===== src/rtl/tcp_pkg.sv =====
// tcp_pkg: shared TCP transmit types, header constants and header assembly helper.
package tcp_pkg;

    localparam int         TCP_HDR_BYTES   = 20;
    localparam logic [7:0] TCP_FLAG_SYN    = 8'h02;
    localparam logic [7:0] TCP_FLAG_ACK    = 8'h10;
    localparam logic [7:0] TCP_FLAG_FIN    = 8'h01;
    localparam logic [7:0] TCP_DATA_OFFSET = 8'h50;

    typedef enum logic [1:0] {
        TX_CTRL_NOP,
        TX_CTRL_SEND_SYN,
        TX_CTRL_SEND_ACK,
        TX_CTRL_SEND_FIN
    } tx_ctrl_t;

    typedef enum logic {
        ST_IDLE,
        ST_SEND
    } state_t;

    // Element 0 is the first byte on the wire, so the counter indexes it directly.
    typedef logic [0:TCP_HDR_BYTES-1][7:0] hdr_t;

    // Checksum and urgent pointer go out as zero; checksum is filled downstream.
    function automatic hdr_t build_hdr(
        input logic [15:0] src,
        input logic [15:0] dst,
        input logic [31:0] seq,
        input logic [31:0] ack,
        input logic [7:0]  flags,
        input logic [15:0] window
    );
        return {src, dst, seq, ack, TCP_DATA_OFFSET, flags, window, 16'h0000, 16'h0000};
    endfunction

endpackage


===== src/rtl/tcp_tx_ctrl_if.sv =====
// tcp_tx_ctrl_if: command handshake plus AXI-Stream header byte output.
//   i_tx_ctrl/i_tx_ctrl_valid/o_tx_ctrl_ack : command from the state manager
//   o_m_axis_tdata/tvalid/tlast, i_m_axis_tready : header byte stream
//   master: command source and stream sink; slave: tcp_tx_ctrl
interface tcp_tx_ctrl_if;
    import tcp_pkg::*;

    tx_ctrl_t   i_tx_ctrl;
    logic       i_tx_ctrl_valid;
    logic       o_tx_ctrl_ack;
    logic [7:0] o_m_axis_tdata;
    logic       o_m_axis_tvalid;
    logic       i_m_axis_tready;
    logic       o_m_axis_tlast;

    modport master (
        output i_tx_ctrl, i_tx_ctrl_valid, i_m_axis_tready,
        input  o_tx_ctrl_ack, o_m_axis_tdata, o_m_axis_tvalid, o_m_axis_tlast
    );

    modport slave (
        input  i_tx_ctrl, i_tx_ctrl_valid, i_m_axis_tready,
        output o_tx_ctrl_ack, o_m_axis_tdata, o_m_axis_tvalid, o_m_axis_tlast
    );

endinterface


===== src/rtl/tcp_tx_ctrl.sv =====
// tcp_tx_ctrl: accepts SYN/ACK/FIN commands and streams a 20-byte TCP header.
//   i_clk, i_rst_n        : clock, asynchronous active-low reset
//   i_enable              : block enable, sampled only when accepting commands
//   i_src_port..i_window  : header fields captured on the accept edge
//   bus (slave)           : command handshake and header byte stream
//   o_busy                : header in flight
//   o_snd_nxt             : current SND.NXT
module tcp_tx_ctrl
    import tcp_pkg::*;
(
    input  logic          i_clk,
    input  logic          i_rst_n,
    input  logic          i_enable,
    input  logic [15:0]   i_src_port,
    input  logic [15:0]   i_dst_port,
    input  logic [31:0]   i_iss,
    input  logic [31:0]   i_rcv_nxt,
    input  logic [15:0]   i_window,
    tcp_tx_ctrl_if.slave  bus,
    output logic          o_busy,
    output logic [31:0]   o_snd_nxt
);

    state_t      state, state_nxt;
    logic [4:0]  cnt;
    hdr_t        hdr;
    logic [31:0] snd_nxt;
    tx_ctrl_t    cmd;
    logic        accept, start, beat, last;
    logic [31:0] seq, ack_num;
    logic [7:0]  flags;

    // Ack is gated by reset so it reads low while reset is held.
    always_comb begin
        cmd     = bus.i_tx_ctrl;
        accept  = i_rst_n && state == ST_IDLE && bus.i_tx_ctrl_valid && i_enable;
        start   = accept && cmd != TX_CTRL_NOP;
        beat    = state == ST_SEND && bus.i_m_axis_tready;
        last    = cnt == 5'(TCP_HDR_BYTES - 1);
        seq     = cmd == TX_CTRL_SEND_SYN ? i_iss : snd_nxt;
        ack_num = cmd == TX_CTRL_SEND_SYN ? 32'h0 : i_rcv_nxt;
        flags   = cmd == TX_CTRL_SEND_SYN ? TCP_FLAG_SYN :
                  cmd == TX_CTRL_SEND_FIN ? (TCP_FLAG_ACK | TCP_FLAG_FIN) : TCP_FLAG_ACK;
    end

    always_ff @(posedge i_clk or negedge i_rst_n) begin
        if (!i_rst_n)
            state <= ST_IDLE;
        else
            state <= state_nxt;
    end

    always_comb begin
        state_nxt = state == ST_IDLE ? (start ? ST_SEND : ST_IDLE) :
                    (beat && last)   ? ST_IDLE : ST_SEND;
    end

    always_comb begin
        bus.o_tx_ctrl_ack   = accept;
        bus.o_m_axis_tvalid = state == ST_SEND;
        bus.o_m_axis_tlast  = state == ST_SEND && last;
        bus.o_m_axis_tdata  = state == ST_SEND ? hdr[cnt] : 8'h00;
        o_busy              = state == ST_SEND;
        o_snd_nxt           = snd_nxt;
    end

    always_ff @(posedge i_clk or negedge i_rst_n) begin
        if (!i_rst_n) begin
            cnt     <= '0;
            hdr     <= '0;
            snd_nxt <= '0;
        end else begin
            if (start)
                cnt <= '0;
            else if (beat)
                cnt <= last ? 5'd0 : cnt + 5'd1;
            if (start)
                hdr <= build_hdr(i_src_port, i_dst_port, seq, ack_num, flags, i_window);
            if (accept && cmd == TX_CTRL_SEND_SYN)
                snd_nxt <= i_iss + 32'd1;
            else if (accept && cmd == TX_CTRL_SEND_FIN)
                snd_nxt <= snd_nxt + 32'd1;
        end
    end

endmodule


===== src/flat_wrapper.sv =====
// flat-port wrapper written by rule: the top's interface ports become plain ports
module tcp_tx_ctrl_flat import tcp_pkg::*;
  (i_clk, i_rst_n, i_enable, i_src_port, i_dst_port, i_iss, i_rcv_nxt, i_window, o_busy, o_snd_nxt, bus_i_tx_ctrl, bus_i_tx_ctrl_valid, bus_i_m_axis_tready, bus_o_tx_ctrl_ack, bus_o_m_axis_tdata, bus_o_m_axis_tvalid, bus_o_m_axis_tlast);
  tcp_tx_ctrl_if bus_i ();
  input  logic i_clk;
  input  logic i_rst_n;
  input  logic i_enable;
  input  logic [15:0] i_src_port;
  input  logic [15:0] i_dst_port;
  input  logic [31:0] i_iss;
  input  logic [31:0] i_rcv_nxt;
  input  logic [15:0] i_window;
  output logic o_busy;
  output logic [31:0] o_snd_nxt;
  input wire logic [$bits(bus_i.i_tx_ctrl)-1:0] bus_i_tx_ctrl;
  input wire logic [$bits(bus_i.i_tx_ctrl_valid)-1:0] bus_i_tx_ctrl_valid;
  input wire logic [$bits(bus_i.i_m_axis_tready)-1:0] bus_i_m_axis_tready;
  output wire logic [$bits(bus_i.o_tx_ctrl_ack)-1:0] bus_o_tx_ctrl_ack;
  output wire logic [$bits(bus_i.o_m_axis_tdata)-1:0] bus_o_m_axis_tdata;
  output wire logic [$bits(bus_i.o_m_axis_tvalid)-1:0] bus_o_m_axis_tvalid;
  output wire logic [$bits(bus_i.o_m_axis_tlast)-1:0] bus_o_m_axis_tlast;
  assign bus_i.i_tx_ctrl = bus_i_tx_ctrl;
  assign bus_i.i_tx_ctrl_valid = bus_i_tx_ctrl_valid;
  assign bus_i.i_m_axis_tready = bus_i_m_axis_tready;
  assign bus_o_tx_ctrl_ack = bus_i.o_tx_ctrl_ack;
  assign bus_o_m_axis_tdata = bus_i.o_m_axis_tdata;
  assign bus_o_m_axis_tvalid = bus_i.o_m_axis_tvalid;
  assign bus_o_m_axis_tlast = bus_i.o_m_axis_tlast;
  tcp_tx_ctrl u_core (.i_clk(i_clk), .i_rst_n(i_rst_n), .i_enable(i_enable), .i_src_port(i_src_port), .i_dst_port(i_dst_port), .i_iss(i_iss), .i_rcv_nxt(i_rcv_nxt), .i_window(i_window), .bus(bus_i), .o_busy(o_busy), .o_snd_nxt(o_snd_nxt));
endmodule

===== config.mk =====
export PLATFORM = sky130hd
export DESIGN_NAME = tcp_tx_ctrl_flat
export DESIGN_NICKNAME = d
export VERILOG_FILES = /design/src/rtl/tcp_pkg.sv /design/src/rtl/tcp_tx_ctrl_if.sv /design/src/rtl/tcp_tx_ctrl.sv /design/src/flat_wrapper.sv
export SDC_FILE = /design/constraint.sdc
export NUM_CORES = 1
export LEC_CHECK = 0
export CORE_MARGIN = 8
export CORE_UTILIZATION = 50
export DETAILED_ROUTE_END_ITERATION = 10
export HOLD_SLACK_MARGIN = 0.06
export PLACE_DENSITY = 0.74
export REMOVE_ABC_BUFFERS = 1
export SYNTH_ARGS = -nofsm -noshare
export SYNTH_HDL_FRONTEND = slang
export SYNTH_SLANG_ARGS = --single-unit

===== constraint.sdc =====
create_clock -name i_clk -period 4.22 [get_ports i_clk]
set_input_delay 0.422 -clock i_clk [delete_from_list [all_inputs] [get_ports i_clk]]
set_output_delay 0.422 -clock i_clk [all_outputs]
set_load 0.01 [all_outputs]

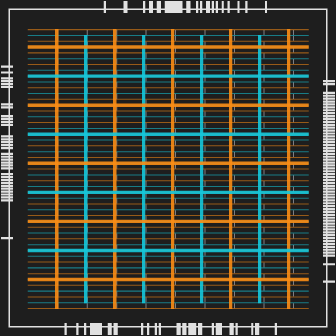
run_1/pdn.png
Pins as bars on the die edge. Tap cells in gray.
VSS: in orange. VDD: in cyan.
9 straps on met5. 225 tap cells. 49 met1 rails follow the rows. The core has 48 rows. 163 signal pins sit on the boundary.
horizontal die size: 148 um
vertical die size: 148 um

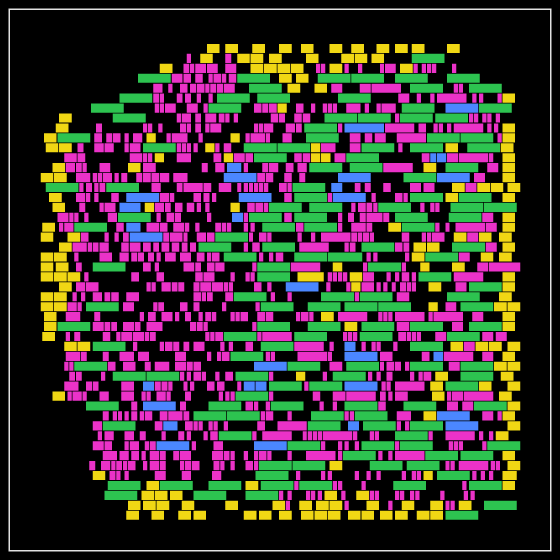
run_1/cell_classes.png
other buffers and delay cells: in yellow, cells 181, share of their area 16%. clock drivers and dummy loads: in blue, cells 32, share of their area 5.4%. flip-flops: in green, cells 154, share of their area 36%. all other logic: in magenta, cells 753, share of their area 42%.
final standard cell utilization of the core: 64.6%
core area: 0.0172 mm^2

==> summary.log, run 1 <==
[run_status] outcome finished clean
[route] Pre-antenna DRT Iters 6
[timing] number of setup violations in the final report 0
[timing] setup_tns 0 ns
[global_route] wire length of the first global-routing pass 43.3 mm
[critical_path] startpoint of the worst register-to-register path u_core.bus.o_m_axis_tvalid
[placement] post-detail-place hpwl 18.9 mm
[pwr] total power 5.86 mW
[clock_network] worst skew pair latency 0.43 ns
[critical_path] worst path arrival time 3.23 ns
[pwr] combinational share of power 32.9%
[critical_path] critical path class register to output port
[logic_synthesis] area share of and/or/nand/nor cells after synthesis 23.2%
[logic_synthesis] most common cell in the synthesized netlist nand2_1
[logic_synthesis] dominant cell type by area after synthesis dfrtp_1
[critical_path] CP Capture Type output port
[pwr] net load switching power 1.97 mW
[timing] hold_ws 0.444 ns
[global_route] global-route track usage on met3 5.59%
[timing] post-layout worst setup margin 0.570 ns
[finish] final-layout non-clock buffer area share 16.0%
[logic_synthesis] proportion of netlist area held by the largest area contributor 44.3%
[finish] number of ordinary inverters in the final layout 15
[logic_synthesis] main logic family after synthesis simple AND/OR/NAND/NOR gates
[timing] timing-limited maximum frequency 274 MHz
[critical_path] Critical path origin u_core.cnt[0]
[critical_path] CP startpoint kind register
[finish] clk tree area frac 5.29%
[pwr] standby leakage power 4.63 nW
[finish] Layout area overhead 27.5%
[timing] Worst Clk Skew 0.00767 ns
[route] length of routed met2 wiring 12.3 mm
[finish] cell class ranked first by area combinational gates
[logic_synthesis] total cell area reported by yosys after synthesis 0.00870 mm^2
[timing] RSZ-0062 raised after global routing no
[route] # DRC 0
[floorplanning] TAP cells 225
[pwr] Comb. pwr 1.93 mW
[critical_path] end of the worst register-to-register path u_core.o_snd_nxt[28]
[global_route] met2 global-route usage 37.5%
[logic_synthesis] top flip-flop cell by instance count after synthesis dfrtp_1
[placement] area post-placement 0.0105 mm^2
[logic_synthesis] mux cell area share after synthesis 10.7%
[clock_network] number of buffers on the longest clock path 2
[critical_path] end of the critical path bus_o_m_axis_tdata[1]
[finish] multi-input logic area 0.00453 mm^2
[pwr] Worst IR Drop VDD 0.320 mV
[finish] dominant logic cell type in the layout nand2_1
[floorplanning] Std-Cell Rows 48
[pwr] sequential power share 41.5%
[route] total vias in the final route 8102
[finish] total of fill cells in the finished design 1476
[finish] clk_buf instances 17
[clock_network] Clock Pin Slew Worst Setup and Hold Paths 0.07 ns
[critical_path] critical path data required time 3.80 ns
[critical_path] worst path cell trace mux2_2 -> a22o_1 -> mux4_2 -> nor2b_1 -> clkdlybuf4s50_1
[global_route] all-layer global routing usage 24.6%
[clock_network] number of buffers created by CTS 17
[route] Final Routed Wirelength 26.9 mm
[finish] max FFs per register 116
[critical_path] crit-path leading delay family flip-flops
[timing] final period utilization 86.5%
[floorplanning] fp util 50.6%
[logic_synthesis] total standard cell area after synthesis 0.00870 mm^2
[finish] Top reg by flops u_core.hdr
[logic_synthesis] Yosys warning total 0
[hold_path] Tightest Hold Check Type input port to async pin
[timing] final critical delay including setup and external delays 3.65 ns
[job] Tool Warnings 25
[logic_synthesis] Synth flops 154
[finish] multi-input gate count 738
[global_route] number of antenna violations at the first check in global routing 0
[timing] total count of hold-check failures in the final report 0
[pwr] cell-internal power 3.89 mW
[logic_synthesis] and-or/or-and share of the synthesized area 16.8%
[global_route] maximum number of pins on one net before global-route repair 82
[logic_synthesis] leading cell types by total area after synthesis dfrtp_1, nand2_1, mux4_2
[global_route] vias in the first global route 8000
[placement] Placer Congestion 0.951
[pwr] power density relative to cell area 529 mW/mm^2
[clock_network] number of levels the H-tree was split into 4
[logic_synthesis] ys cells 979
[pwr] power in the clock group 1.51 mW
[finish] proportion of cell area occupied by registers 34.7%
[finish] share of the final layout cell area in multi-input gates 40.9%
[global_route] most used routing layer met2
[clock_network] Resized cells post-CTS 0
[logic_synthesis] sequential fraction of the synthesis area 44.3%
[route] total length of routed met3 wires 2.28 mm
[finish] sequential cell count of the final layout 154
[logic_synthesis] most numerous cell types in the synthesized netlist nand2_1, dfrtp_1, nor2_1
[finish] commonest cells after routing, fill and taps aside nand2_1, clkdlybuf4s50_1, dfrtp_1
[pwr] Clock power frac 25.7%
[timing] worst slew margin relative to its limit 32.6%
[critical_path] count of buffering cells on the critical path with inverters included 1
[finish] post-layout net count 1228
[logic_synthesis] synthesized-area fraction occupied by xor and xnor cells 0.805%
[timing] Max Slew Vio Count 0
[placement] Buffers on Ports 162
[critical_path] count of cells along the worst register-to-register path 8
[timing] slew of the pin with the lowest slew margin 1.01 ns
[clock_network] sinks on the clock net 154
[placement] placed cells 1312
[critical_path] flop-to-flop setup slack 0.94 ns
[critical_path] logic depth of the worst path, buffers included 5
[critical_path] delay of the slowest cell on the worst path 1.03 ns
[finish] proportion of layout cells with a drive suffix above 1 9.55%
[global_route] met1 track utilization from global routing 34.4%
[floorplanning] boundary pin count 163
[clock_network] buffers inserted during post-CTS setup optimization 0
[route] 1st-iter DRT viols 840
[critical_path] master of the slowest instance on the critical path dfrtp_2
[finish] Reg area 0.00385 mm^2
[job] Maximum Capacitance Violations 0
[logic_synthesis] number of enable-type register cells in the synthesized netlist 0
[critical_path] maximum fanout along the worst path 34
[logic_synthesis] post-synthesis instance total 979
[pwr] biggest power consumer among the groups sequential cells
[clock_network] clock tree from TritonCTS done
[finish] post-layout instance count excluding filler cells 1345
[pwr] power in sequential cells 2.43 mW
[finish] count of buffers not belonging to the clock network in the layout 181
[route] Post-DRT Antenna Nets 0
[route] via count normalized by instance count 6.02
[logic_synthesis] yosys adder share 0.288%
[finish] # diodes 0
[clock_network] library cell used as clock root buffer clkbuf_16
[logic_synthesis] share of flip-flops with an asynchronous set or reset 100%
[route] highest metal layer with signal wires met4
[logic_synthesis] count of unique library cells instantiated by Yosys 58
[clock_network] post-cts hold buffer count 1
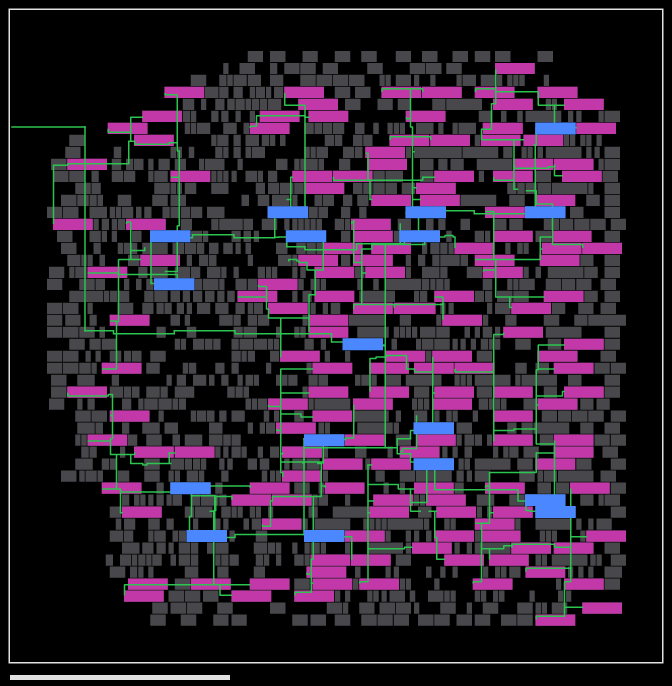
run_1/clock_map.png
Bar = 50 um.
clock wires: in green, length 1830 um. cells driving clock nets: in blue, count 17. flip-flops: in magenta, count 154.
Position of the flops: widely spread. There are 18 routed clock nets.

run_1/metal_stack.png
Bar = 50 um.
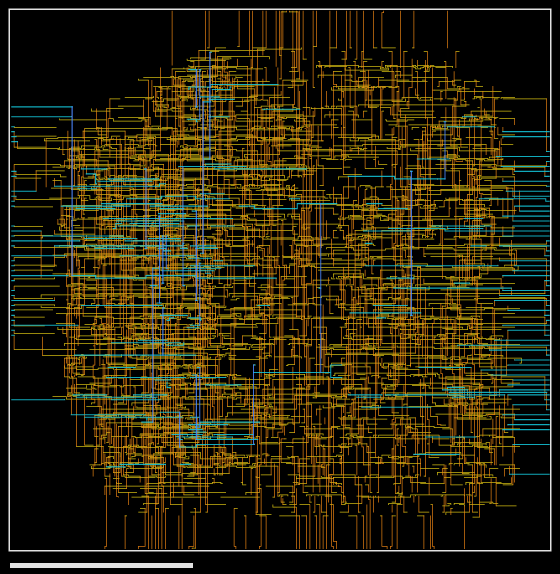

--- run 2 (diff from run 1) ---
--- a/config.mk
+++ b/config.mk
@@ -5,7 +5,8 @@
 export SDC_FILE = /design/constraint.sdc
 export NUM_CORES = 1
 export LEC_CHECK = 0
-export CORE_MARGIN = 8
+export CORE_ASPECT_RATIO = 2
+export CORE_MARGIN = 2
 export CORE_UTILIZATION = 50
 export DETAILED_ROUTE_END_ITERATION = 10
 export HOLD_SLACK_MARGIN = 0.06
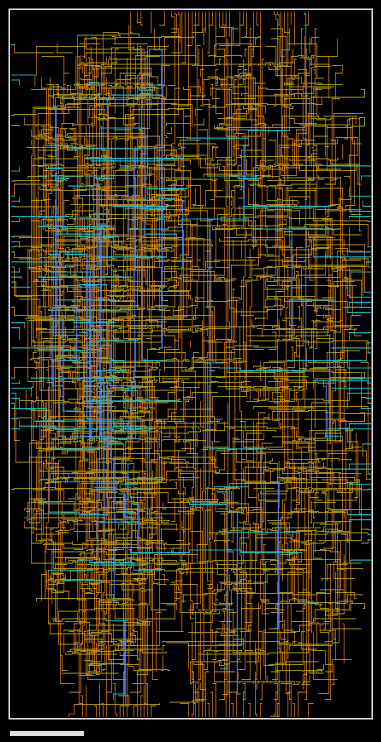
run_2/metal_stack.png
Bar = 20 um.
met1: in yellow, wire length 10300 um. met3: in cyan, wire length 1680 um. met2: in orange, wire length 14700 um. met4: in blue, wire length 1550 um.
Final Routed Wirelength: 28.3 mm
WL/cell: 21.2 um
total vias in the final route: 8267

==> run 2 against run 1 <==
Synthesized cell count is the same. Final cell count shrank 0.74%. Maximum frequency is 4.0% higher. Clock skew increased by 0.0047 ns. Critical path type unchanged.
==> summary.log, run 2 <==
[critical_path] end of the critical path bus_o_m_axis_tdata[6]
[placement] Buffers on Ports 162
[logic_synthesis] dominant cell type by area after synthesis dfrtp_1
[pwr] standby leakage power 4.69 nW
[timing] final critical delay including setup and external delays 3.51 ns
[critical_path] delay of the slowest cell on the worst path 0.68 ns
[timing] worst slew margin relative to its limit 40.3%
[run_status] outcome finished clean
[global_route] leftover overflow at the end of global routing 0
[logic_synthesis] main logic family after synthesis simple AND/OR/NAND/NOR gates
[critical_path] Critical path origin u_core.cnt[0]
[finish] count of buffers not belonging to the clock network in the layout 186
[critical_path] CP startpoint kind register
[logic_synthesis] post-synthesis instance total 979
[route] # DRC 0
[critical_path] flop-to-flop setup slack 0.92 ns
[route] via count normalized by instance count 6.19
[logic_synthesis] Yosys warning total 0
[floorplanning] overall die area 0.0185 mm^2
[finish] total of fill cells in the finished design 1436
[critical_path] end of the worst register-to-register path u_core.o_snd_nxt[29]
[timing] hold_ws 0.147 ns
[clock_network] number of buffers on the longest clock path 2
[finish] post-layout net count 1233
[clock_network] library cell used as clock root buffer clkbuf_16
[finish] Reg area 0.00385 mm^2
[critical_path] maximum fanout along the worst path 16
[logic_synthesis] total cell area reported by yosys after synthesis 0.00870 mm^2
[floorplanning] vertical die size 191 um
[clock_network] worst skew pair latency 0.43 ns
[logic_synthesis] leading cell types by total area after synthesis dfrtp_1, nand2_1, mux4_2
[finish] final-layout non-clock buffer area share 16.4%
[floorplanning] Std-Cell Rows 68
[route] total length of routed met3 wires 1.68 mm
[clock_network] clock tree from TritonCTS done
[finish] clk_buf instances 23
[logic_synthesis] top flip-flop cell by instance count after synthesis dfrtp_1
[logic_synthesis] proportion of netlist area held by the largest area contributor 44.3%
[finish] commonest cells after routing, fill and taps aside nand2_1, clkdlybuf4s50_1, dfrtp_1
[hold_path] Tightest Hold Check Type input port to async pin
[critical_path] count of buffering cells on the critical path with inverters included 2
[floorplanning] boundary pin count 163
[clock_network] Resized cells post-CTS 0
[pwr] Worst IR Drop VDD 0.261 mV
[global_route] vias in the first global route 8211
[pwr] power in sequential cells 2.41 mW
[route] Pre-antenna DRT Iters 5
[floorplanning] horizontal die size 97.3 um
[timing] number of setup violations in the final report 0
[finish] multi-input gate count 738
[critical_path] worst path arrival time 3.09 ns
[pwr] combinational share of power 32.7%
[logic_synthesis] average instance area after synthesis 8.89 um^2
[timing] timing-limited maximum frequency 285 MHz
[timing] final period utilization 83.1%
[logic_synthesis] and-or/or-and share of the synthesized area 16.8%
[global_route] maximum number of pins on one net before global-route repair 155
[finish] max FFs per register 116
[logic_synthesis] share of flip-flops with an asynchronous set or reset 100%
[route] length of routed met2 wiring 14.7 mm
[finish] multi-input logic area 0.00454 mm^2
[logic_synthesis] count of unique library cells instantiated by Yosys 58
[finish] clk tree area frac 5.86%
[logic_synthesis] number of enable-type register cells in the synthesized netlist 0
[clock_network] buffers inserted during post-CTS setup optimization 0
[logic_synthesis] yosys adder share 0.288%
[timing] RSZ-0062 raised after global routing no
[critical_path] critical path class register to output port
[critical_path] critical path data required time 3.80 ns
[floorplanning] core area 0.0172 mm^2
[finish] cell class ranked first by area combinational gates
[placement] Placer Congestion 1.01
[timing] post-layout worst setup margin 0.711 ns
[clock_network] post-cts hold buffer count 0
[timing] Max Slew Vio Count 0
[logic_synthesis] mux cell area share after synthesis 10.7%
[floorplanning] fp util 50.6%
[finish] number of ordinary inverters in the final layout 15
[critical_path] count of cells along the worst register-to-register path 8
[pwr] net load switching power 1.92 mW
[finish] # diodes 0
[route] 1st-iter DRT viols 527
[pwr] cell-internal power 4.16 mW
[placement] placed cells 1303
[placement] post-detail-place hpwl 19.9 mm
[job] Tool Warnings 27
[critical_path] master of the slowest instance on the critical path dfrtp_2
[finish] Layout area overhead 28.8%
[finish] dominant logic cell type in the layout nand2_1
[clock_network] number of buffers created by CTS 17
[logic_synthesis] Synth flops 154
[global_route] global-route track usage on met3 4.73%
[finish] proportion of layout cells with a drive suffix above 1 10.0%
[route] routed length on met1 10.3 mm
[finish] Top reg by flops u_core.hdr
[logic_synthesis] most common cell in the synthesized netlist nand2_1
[pwr] sequential power share 39.5%
[route] highest metal layer with signal wires met4
[clock_network] number of levels the H-tree was split into 4
[critical_path] crit-path leading delay family multiplexers
[pwr] Comb. pwr 1.99 mW
[finish] final design area excluding fillers 0.0112 mm^2
[timing] total count of hold-check failures in the final report 0
[global_route] most used routing layer met2
[critical_path] worst path cell trace buf_4 -> mux2_2 -> nand2_1 -> o21ai_0 -> mux4_2 -> nor2b_1 -> clkdlybuf4s50_1
[pwr] proportion of total power due to net switching 31.6%
[floorplanning] TAP cells 210
[clock_network] sinks on the clock net 154
[placement] area post-placement 0.0106 mm^2
[logic_synthesis] total standard cell area after synthesis 0.00870 mm^2
[pwr] Clock power frac 27.8%
[logic_synthesis] sequential fraction of the synthesis area 44.3%
[logic_synthesis] area share of and/or/nand/nor cells after synthesis 23.2%
[critical_path] startpoint of the worst register-to-register path u_core.bus.o_m_axis_tvalid
[finish] post-layout instance count excluding filler cells 1335
[logic_synthesis] most numerous cell types in the synthesized netlist nand2_1, dfrtp_1, nor2_1
[pwr] power in the clock group 1.69 mW
[critical_path] logic depth of the worst path, buffers included 7
[finish] share of the final layout cell area in multi-input gates 40.5%
[finish] proportion of cell area occupied by registers 34.4%
[clock_network] Clock Pin Slew Worst Setup and Hold Paths 0.06 ns
[timing] slew of the pin with the lowest slew margin 0.893 ns
[global_route] wire length of the first global-routing pass 44.6 mm
[finish] sequential cell count of the final layout 154
[logic_synthesis] synthesized-area fraction occupied by xor and xnor cells 0.805%
[global_route] number of antenna violations at the first check in global routing 0
[route] Post-DRT Antenna Nets 0
[placement] worst-case setup slack after placement 0.654 ns
[logic_synthesis] ys cells 979
[critical_path] CP Capture Type output port
[job] Maximum Capacitance Violations 0
[pwr] total power 6.09 mW
[pwr] power density relative to cell area 543 mW/mm^2
[timing] setup_tns 0 ns
[pwr] biggest power consumer among the groups sequential cells
[timing] Worst Clk Skew 0.0124 ns
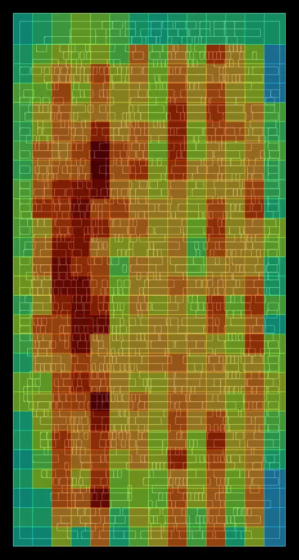
run_2/final_congestion.png
final standard cell utilization of the core: 65.2%
met2 global-route usage: 53.8%
all-layer global routing usage: 30.7%
met1 track utilization from global routing: 36.2%

Power and IR drop assume default switching activity.
